## config.mk

```make
export PLATFORM = sky130hd
export DESIGN_NAME = sdram_tc_pattern
export DESIGN_NICKNAME = d
export VERILOG_FILES = /design/src/rtl/sdram_tc_pkg.sv /design/src/rtl/sdram_tc_pattern.sv
export SDC_FILE = /design/constraint.sdc
export NUM_CORES = 1
export LEC_CHECK = 0
export CORE_MARGIN = 5
export CORE_UTILIZATION = 35
export CTS_CLUSTER_DIAMETER = 200
export DETAILED_ROUTE_END_ITERATION = 8
export GPL_TIMING_DRIVEN = 0
export PLACE_DENSITY = 0.63
export SYNTH_ARGS = -nofsm -noshare
export SYNTH_HDL_FRONTEND = slang
export SYNTH_SLANG_ARGS = --single-unit
```

## constraint.sdc

```tcl
create_clock -name clk -period 1.7 [get_ports clk]
set_input_delay 0.34 -clock clk [delete_from_list [all_inputs] [get_ports clk]]
set_output_delay 0.34 -clock clk [all_outputs]
set_load 0.02 [all_outputs]
```

## src/rtl/sdram_tc_pkg.sv

```systemverilog
// Shared types and constants for the SDRAM traffic generator/checker.
// Holds the pattern mode encodings, LFSR taps, default seed and FSM states.
package sdram_tc_pkg;

    localparam logic        MODE_INC     = 1'b0;
    localparam logic        MODE_LFSR    = 1'b1;
    localparam logic [15:0] LFSR_TAPS    = 16'hB400;
    localparam logic [15:0] DEFAULT_SEED = 16'h0001;

    typedef enum logic [1:0] {
        ST_IDLE,
        ST_RUN,
        ST_FLUSH,
        ST_DONE
    } state_e;

    // An all-zero seed would lock the LFSR, so it is replaced by the default.
    function automatic logic [15:0] eff_seed(input logic [15:0] seed);
        return (seed == 16'h0000) ? DEFAULT_SEED : seed;
    endfunction

    // x^16+x^14+x^13+x^11+1, shifted left with the feedback entering bit 0.
    function automatic logic [15:0] lfsr_step(input logic [15:0] value);
        return {value[14:0], ^(value & LFSR_TAPS)};
    endfunction

endpackage

```

## src/rtl/sdram_tc_pattern.sv

```systemverilog
// Pattern generator shared by writer and checker: incrementing count or LFSR.
// Both instances see the same load/mode sequence, so they emit identical streams.
module sdram_tc_pattern
    import sdram_tc_pkg::*;
#(
    parameter logic [15:0] SEED = DEFAULT_SEED
) (
    input  logic        clk,
    input  logic        rst_n,
    input  logic        load_i,
    input  logic        advance_i,
    input  logic        mode_i,
    output logic [15:0] value_o
);

    logic [15:0] value_q;
    logic [15:0] value_d;

    // NOTE: every combinational output gets a default first, so no path leaves it unassigned (no latch).
    always_comb begin
        value_d = value_q;
        if (load_i) begin
            value_d = (mode_i == MODE_LFSR) ? eff_seed(SEED) : 16'h0000;
        end else if (advance_i) begin
            value_d = (mode_i == MODE_LFSR) ? lfsr_step(value_q) : value_q + 16'd1;
        end
    end

    // Reset state is the incrementing-mode start value, which keeps din at 0 out of reset.
    // NOTE: state registers use non-blocking assignments so every flop samples pre-edge values.
    always_ff @(posedge clk or negedge rst_n) begin
        if (!rst_n) begin
            value_q <= 16'h0000;
        end else begin
            value_q <= value_d;
        end
    end

    assign value_o = value_q;

endmodule

```

==> highlights.md, run 1 <==
- complete, but fails checks — run status
- setup timing — violations in the final reports
- logic gates — cell group occupying the most layout area
- 16.15 um — average detailed-routed wire length per instance
- sky130_fd_sc_hd__nor2_1 — most frequently placed logic cell in the final layout
- 67.26 um — Chip Width
- 333 — number of filler cells placed in the layout
- 0.006773 ns — Final Skew
- 0.7739 ns — transition time at the pin with the least slew margin
- reg2reg — type of the worst setup path
- 1.99 ns — data arrival time of the worst path
- 0 — post-route ant nets
- value_o[15]$_DFFE_PN0P_ — end point of the critical path
- 20 — row count
- 34.13% — area overhead of the layout relative to synthesis
- 142 — number of cell instances after yosys synthesis
- 0.2691 — sequential cell area share
- sky130_fd_sc_hd__dfrtp_1 — area leader, netlist
- 4 — clock buffer count
- 0.6231 nW — leakage power
- 0.02496 — met3 layer usage reported by global route
- 0 — number of warnings issued by yosys
- 0.2638 — met2 usage
- -0.06 ns — flop2flop setup slack
- 0.4801 ns — worst hold margin
- sky130_fd_sc_hd__clkbuf_4 — Clock Tree Root
- 1.762 ns — clock period minus final worst setup slack
- 1 — Finish-stage setup viols
- 0.0008161 W — total power of the final layout
- 1.93 ns — required time of the worst setup path
- 149 — Nets at Floorplan
- 17 — pin count of the biggest net entering global routing
- 1.036 — Final period util
- 0.01527 — xor/xnor share
- sky130_fd_sc_hd__nor2_1, sky130_fd_sc_hd__a21oi_1, sky130_fd_sc_hd__dfrtp_2 — most common logic cells in the final layout
- 21 — number of I/O pins
- sky130_fd_sc_hd__dfrtp_1 — ys flop type
- 0.004523 sq mm — total die size
- met4 — Top Metal Used
- 0 — initial antenna violation count
- sky130_fd_sc_hd__dfrtp_1 — cell with the most instances after synthesis
- 5 — number of non-clock inverters in the layout
- 0.001438 sq mm — cell area after placement
- 1.553 mm — wire length on met2
- 0.02181 — fa+ha+maj area frac
- -0.06204 ns — setup ws final
- 8.080 sq um — average size of a mapped cell
- 29 — number of warnings in the stage logs
- 0 — post-synth tally of flip-flops with integrated enable
-- run 1: what timing repair did --
action,CTS,global route
resized,13,8
endpoints found under the hold margin,0,0
endpoints found under the setup margin,11,14
setup buffers,2,4
pin swaps,1,3
-- run 1: critical path, stage by stage, from the launching register on --
cell                      delay (ns)
sky130_fd_sc_hd__dfrtp_1        0.48
sky130_fd_sc_hd__nand4_1        0.18
sky130_fd_sc_hd__or4_4          0.57
sky130_fd_sc_hd__or3_1          0.31
sky130_fd_sc_hd__a31oi_1        0.16
-- run 1: report_power, final --
group	switching, W	internal, W
combinational	0.0000897	0.0000486
sequential	0.0000168	0.000391
clock	0.000140	0.000131
run_1/layer_met1.png
Supply wires on this layer in gray.
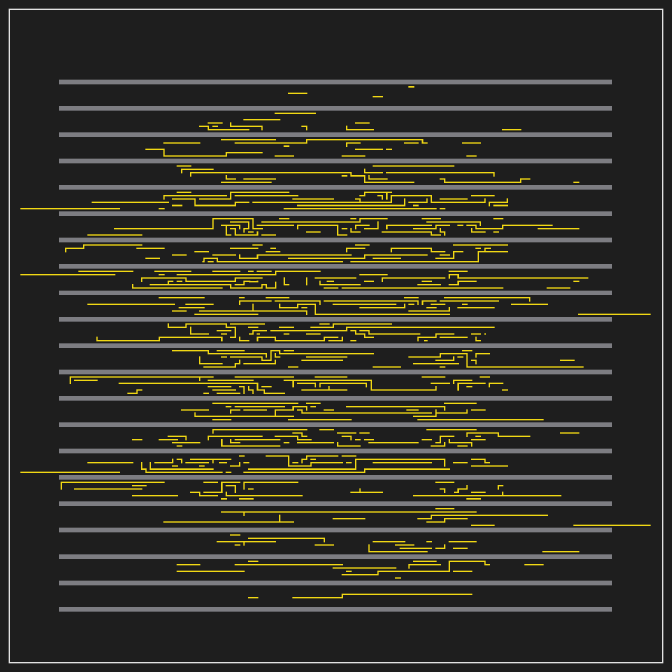
nets with wire on the layer	161
longest straight run	26.2 um
wire length on this layer	1,640 um
met1 capacity usage during global routing: 0.2345
detailed-route via count: 1,242
Total Routed Length: 3.457 mm

run_1/cell_density.png
7 x 7 tiles, from white (low) to dark blue (high), 0 to 100% covered.
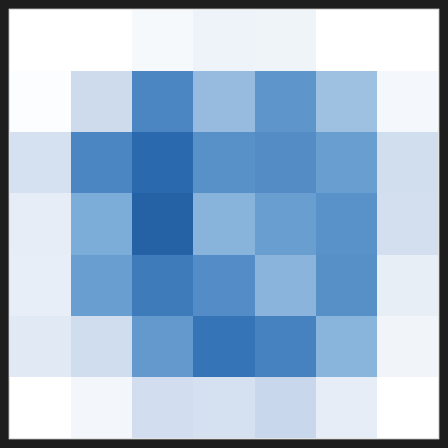
densest ninth of the die	center
emptiest ninth of the die	north-west
fullest tile	80%
mean over tiles	33%
tiles over 75% full	4.1%
Core Area: 0.003103 sq mm
pre-placement core utilization: 0.3698

run_1/placement_by_type.png
Bar = 20 um. Fill, decap, tap and diode cells in gray.
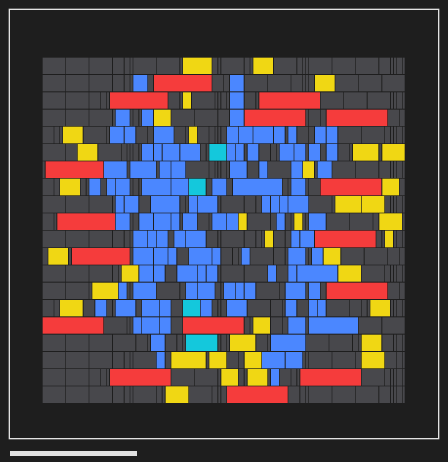
color	class	cells
red	sequential cells	16
cyan	clock drivers and dummy loads	4
blue	combinational and other logic	113
yellow	remaining buffers and delay cells	37
cell area after layout: 0.001539 sq mm
share of the core filled with cells in the final layout: 0.4960

run_1/io_fan.png
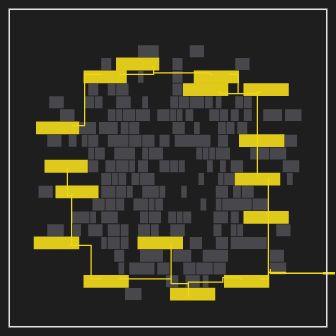

==> run 2: changes to the inputs <==
- DONT_BUFFER_PORTS: default -> 1
- PLACE_DENSITY: 0.63 -> 0.55
run_2/io_fan.png
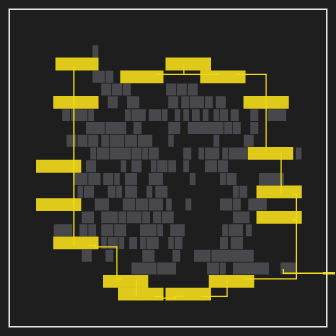
color	port	bits	direction	edge	end cells	buffers	wire
yellow	rst_n	1	input	east	16	1	160 um
number of I/O pins: 21
number of buffers inserted by port buffering: 0

run_2/cell_density.png
7 x 7 tiles, from white (low) to dark blue (high), 0 to 100% covered.
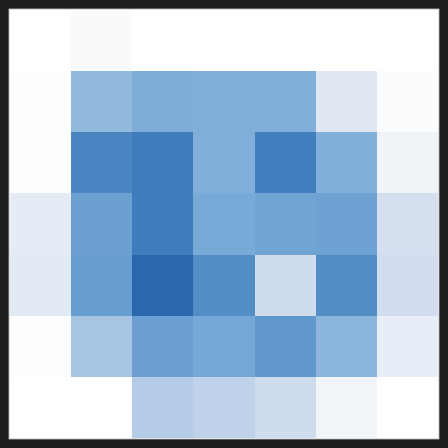
nearly empty tiles	27%
emptiest ninth of the die	north-east
mean over tiles	30%
densest ninth of the die	center
tiles over 75% full	2.0%
share of the core filled with cells in the final layout: 0.4556

run_2/layer_met1.png
Supply wires on this layer in gray.
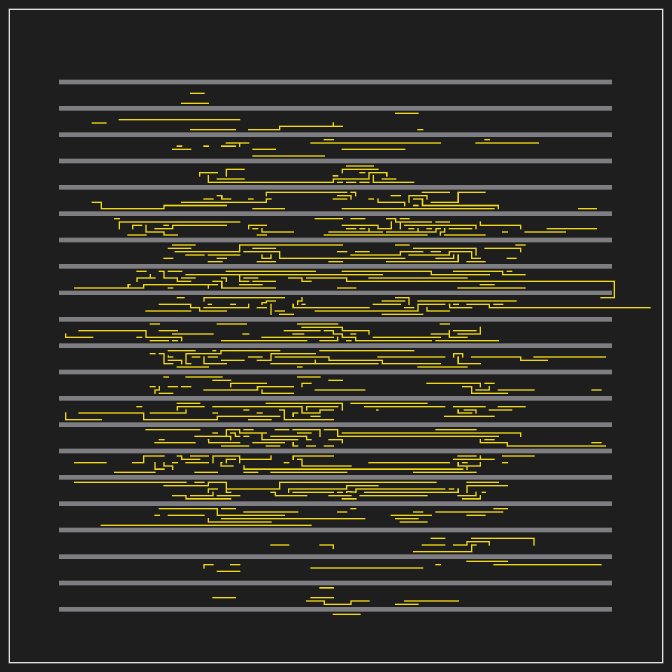
nets with wire on the layer	149
wire length on this layer	1,550 um
longest straight run	27.6 um
main direction	horizontal
share of all routed wire	43%
met1 capacity usage during global routing: 0.2281
detailed-route via count: 1,241
Total Routed Length: 3.642 mm

==> highlights.md, run 2 <==
- complete, but fails checks — run status
- setup timing — violations in the final reports
- 4 — clock buffer count
- 29 — number of warnings in the stage logs
- value_o[15]$_DFFE_PN0P_ — end point of the critical path
- 5 — number of non-clock inverters in the layout
- 44 — Taps Inserted
- 1.000 — Async SR Flop Fraction
- 0.000235 W — clock network power consumption
- 0.0005182 W — internal power contribution
- 17 — pin count of the biggest net entering global routing
- 0.307 — Clock Power Share
- 0.11 ns — clock input transition at the sequential cells of the worst setup and hold paths
- 0.004523 sq mm — total die size
- 0.0007649 W — total power of the final layout
- 0.004908 ns — Final Skew
- 0.553 — relative contribution of sequential cells to total power
- logic gates — cell group occupying the most layout area
- sky130_fd_sc_hd__nor2_1, sky130_fd_sc_hd__dfrtp_2, sky130_fd_sc_hd__a21oi_1 — most common logic cells in the final layout
- reg2reg — type of the worst setup path
- 0.1153 ns — worst hold margin
- 5 — post-CTS repair timing setup buffer count
- 0 — initial antenna violation count
- 1.060 — Final period util
- sky130_fd_sc_hd__or4_4 — crit path max-delay cell type
- sky130_fd_sc_hd__nor2_1 — most frequently placed logic cell in the final layout
- 0.7425 ns — transition time at the pin with the least slew margin
- 0 — number of warnings issued by yosys
- 0 — post-route ant nets
- sky130_fd_sc_hd__dfrtp_1 — ys flop type
- 3 — TritonCTS Buffers
- registers — Main power group
- 1.92 ns — required time of the worst setup path
- 23 — Non-clk bufs
- 6.205 — ratio of routed vias to standard cells
- 0.3698 — pre-placement core utilization
- 9 — number of gates resized after cts
- 0.54 ns — slowest stage delay, CP
- 67.26 um — Chip Width
- 0.001147 sq mm — synthesized area
- 5 — length in cells of the worst reg-to-reg path
- 0.5113 nW — leakage power
- 0.3490 — share of the synthesized area in the top cell type
- in2reg — path class of the lowest-slack min-delay path
- yes — clock tree from TritonCTS
- 0 — post-synth tally of flip-flops with integrated enable
- 3 — Finish-stage setup viols
- 0.000423 W — Power Sequential
- 0.5035 — Comb/total area
- 149 — Nets at Floorplan
- 0.000107 W — Comb power
- buf_6, nand4_1, or4_4, or3_1, a31oi_1 — sequence of cells on the critical path
- 186 — number of placed cells counting well taps
- 0.30 ns — Latency at later pin
- value_o[15]$_DFFE_PN0P_ — RR Endpoint
- 0.2956 — sequential cell area share
- 23.23% — area overhead of the layout relative to synthesis
- 18.21 um — average detailed-routed wire length per instance
- 8.080 sq um — average size of a mapped cell
- 5.830 mm — wire length of the first global-routing pass
- 142 — number of cell instances after yosys synthesis
- 0.0002466 W — switching power total
- sky130_fd_sc_hd__dfrtp_1 — area leader, netlist
- 1 — number of stages on the worst hold path
- 0.3225 — fraction of power spent switching nets
- 0.001257 sq mm — cell area after placement
- flop — element type at the critical path end
- 20 — row count
- 200 — number of standard cells in the layout, taps in and fillers out
- value_o[8]$_DFFE_PN0P_ — Critical path origin
- -0.10 ns — flop2flop setup slack
- 16 — clk sink count
- -0.1025 ns — setup ws final
- 314 — number of filler cells placed in the layout
- 0.001414 sq mm — cell area after layout
- 1.803 ns — clock period minus final worst setup slack
- -0.3017 ns — minimum setup slack after placement
- 0.003103 sq mm — Core Area
- 2.372 mm — detailed placer's ending HPWL
- 0.5033 — Relative slew margins
- sky130_fd_sc_hd__dfrtp_1 — cell with the most instances after synthesis
- sky130_fd_sc_hd__clkbuf_4 — Clock Tree Root
- value_o[8]$_DFFE_PN0P_ — launching point of the worst reg2reg path
- 2.02 ns — data arrival time of the worst path
- 0.140 — part of the power in combinational logic
[run 2: per-layer routing]
layer	global-route usage	routed length, um
met5	0	0
met2	0.2724	1755
met4	0.07342	61
met3	0.02995	271
met1	0.2281	1554
[run 2: cell families (layout without fill, tap and decap cells)]
logic type,after synthesis,count (layout),share of synthesized area
simple gates,56,56,0.2694
compound gates,46,46,0.2617
buf+inv,18,32,0.06544
flops,16,16,0.3490
fa+ha+maj,2,2,0.02181
xor+xnor,2,2,0.01527
mux,2,2,0.01745
[run 2: critical path: cells and delay by family, from the launching register on]
family	cells	cell delay, ns
AOI/OAI and AO/OA	1	0.15
buffers and inverters	1	0.13
DFF	1	0.45
and+or+nand+nor	3	0.99
run_2/placement_by_type.png
Bar = 20 um. Fill, decap, tap and diode cells in gray.
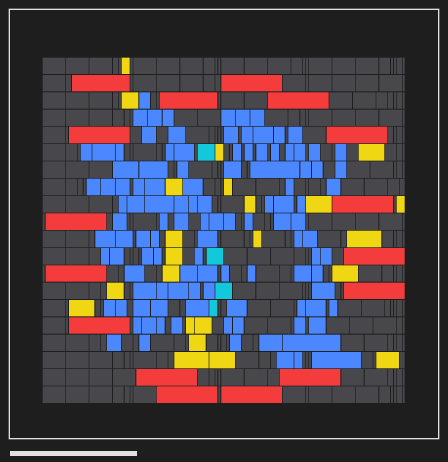

==> run 3: changes to the inputs <==
- PLACE_DENSITY: 0.55 -> default
run_3/placement_by_type.png
Bar = 20 um. Fill, decap, tap and diode cells in gray.
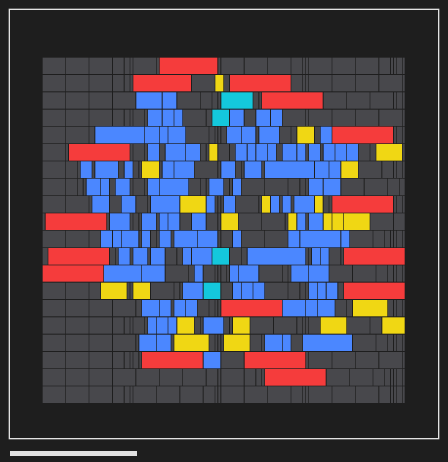
color	class	cells
yellow	remaining buffers and delay cells	23
red	sequential cells	16
blue	combinational and other logic	113
cyan	clock drivers and dummy loads	4
sequential cell area share: 0.2867
share of the core filled with cells in the final layout: 0.4698
row count: 20
cell area after layout: 0.001458 sq mm

run_3/layer_met1.png
Supply wires on this layer in gray.
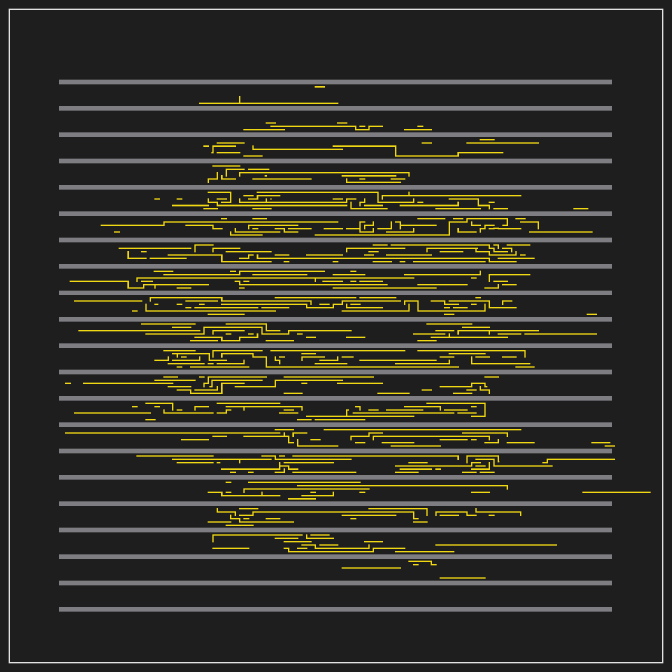
share of all routed wire	43%
wire length on this layer	1,590 um
Total Routed Length: 3.708 mm
met1 capacity usage during global routing: 0.2271

run_3/congestion.png
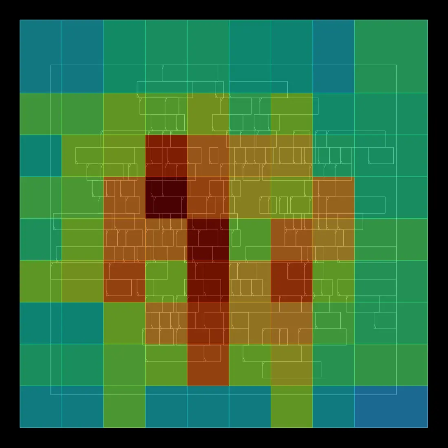
aggregate global-route resource usage: 0.1712
met3 layer usage reported by global route: 0.03661
average detailed-routed wire length per instance: 18.54 um
most heavily used metal layer in global routing: met2
met2 usage: 0.2699

==> highlights.md, run 3 <==
- complete, but fails checks — run status
- setup timing — violations in the final reports
- 0.004523 sq mm — total die size
- value_o[9]$_DFFE_PN0P_ — launching point of the worst reg2reg path
- 16 — clk sink count
- 0.003103 sq mm — Core Area
- 1.835 ns — clock period minus final worst setup slack
- logic gates — cell group occupying the most layout area
- 0.55 ns — slowest stage delay, CP
- 16 — max reg flops
- 2.06 ns — data arrival time of the worst path
- value_o[15]$_DFFE_PN0P_ — end point of the critical path
- 27.04% — area overhead of the layout relative to synthesis
- 0.5386 nW — leakage power
- reg2reg — type of the worst setup path
- value_o[9]$_DFFE_PN0P_ — Critical path origin
- 5 — Levels on crit path
- 8.080 sq um — average size of a mapped cell
- 142 — number of cell instances after yosys synthesis
- 0.139 — part of the power in combinational logic
- 1.740 mm — wire length on met2
- 67.26 um — Chip Width
- 1.000 — Async SR Flop Fraction
- -0.13 ns — flop2flop setup slack
- 0.000113 W — Comb power
- sky130_fd_sc_hd__or4_4 — crit path max-delay cell type
- yes — clock tree from TritonCTS
- 0 — number of warnings issued by yosys
- sky130_fd_sc_hd__clkbuf_4 — Clock Tree Root
- 17 — pin count of the biggest net entering global routing
- 0.31 ns — Latency at later pin
- 1.592 mm — met1 routed wirelength after detailed routing
- 0.4889 — Relative slew margins
- 44 — Taps Inserted
- 21 — number of I/O pins
- -0.2602 ns — minimum setup slack after placement
- 5.747 mm — wire length of the first global-routing pass
- 0.000278 W — clock network power consumption
- 1 — number of H-tree levels
- sky130_fd_sc_hd__dfrtp_1 — ys flop type
- 0 — post-synth tally of flip-flops with integrated enable
- 0.0008143 W — total power of the final layout
- in2reg — path class of the lowest-slack min-delay path
- 0.520 — relative contribution of sequential cells to total power
- 2 — Finish-stage setup viols
- 5 — DRT Pass-1 Iters
- sky130_fd_sc_hd__nor2_1, sky130_fd_sc_hd__dfrtp_2, sky130_fd_sc_hd__a21oi_1 — most common logic cells in the final layout
- 149 — Nets at Floorplan
- 7 — post-CTS repair timing setup buffer count
- 0 — post-route ant nets
- sky130_fd_sc_hd__nor2_1 — most frequently placed logic cell in the final layout
- 0.7641 ns — transition time at the pin with the least slew margin
- simple AND/OR/NAND/NOR gates — family with the most delay on the worst path
- 29 — number of warnings in the stage logs
- 1 — Crit path buffers/inverters
- 0.3490 — share of the synthesized area in the top cell type
- sky130_fd_sc_hd__dfrtp_1 — cell with the most instances after synthesis
- 0 — initial antenna violation count
- 0 — number of buffers inserted by port buffering
- met4 — Top Metal Used
- 8 — number of gates resized after cts
- 23 — Non-clk bufs
- 3 — TritonCTS Buffers
- value_o[15]$_DFFE_PN0P_ — RR Endpoint
- 5 — length in cells of the worst reg-to-reg path
- 0.11 ns — clock input transition at the sequential cells of the worst setup and hold paths
- 0.341 — Clock Power Share
- registers — Main power group
- 312 — number of filler cells placed in the layout
- 0.3105 — fraction of power spent switching nets
- 0.000423 W — Power Sequential
- -0.1347 ns — setup ws final
- 5 — number of non-clock inverters in the layout
- 2.318 mm — detailed placer's ending HPWL
- 1 — number of stages on the worst hold path
- 4 — clock buffer count
- 0.006037 ns — Final Skew
- sky130_fd_sc_hd__dfrtp_1 — area leader, netlist
- flop — element type at the critical path end
- 0.5090 — Comb/total area
[run 3: per-stage QoR]
step	TNS (ns)	utilization	std cells	hold slack [ns]	instance area (sq um)
floorplan	-0.03891	-	142	0.04441	1202
global placement	-2.068	0.4052	186	0.04494	1257
detailed placement	-1.972	0.4052	186	0.04498	1257
CTS	-0.1064	0.4496	198	0.1108	1395
global route	-0.2627	0.4698	200	0.09783	1458
finish	-0.1411	0.4698	200	0.1031	1458
[run 3: cell families (layout without fill, tap and decap cells)]
group                      after synthesis  after routing  synth area share
AOI/OAI and AO/OA                       46             46            0.2617
xor gates and xnor gates                 2              2           0.01527
adders and majority gates                2              2           0.02181
buffers and inverters                   18             32           0.06544
DFF                                     16             16            0.3490
muxes                                    2              2           0.01745
and+or+nand+nor                         56             56            0.2694
No activity file was given, so power comes from the tool's default toggle rates.
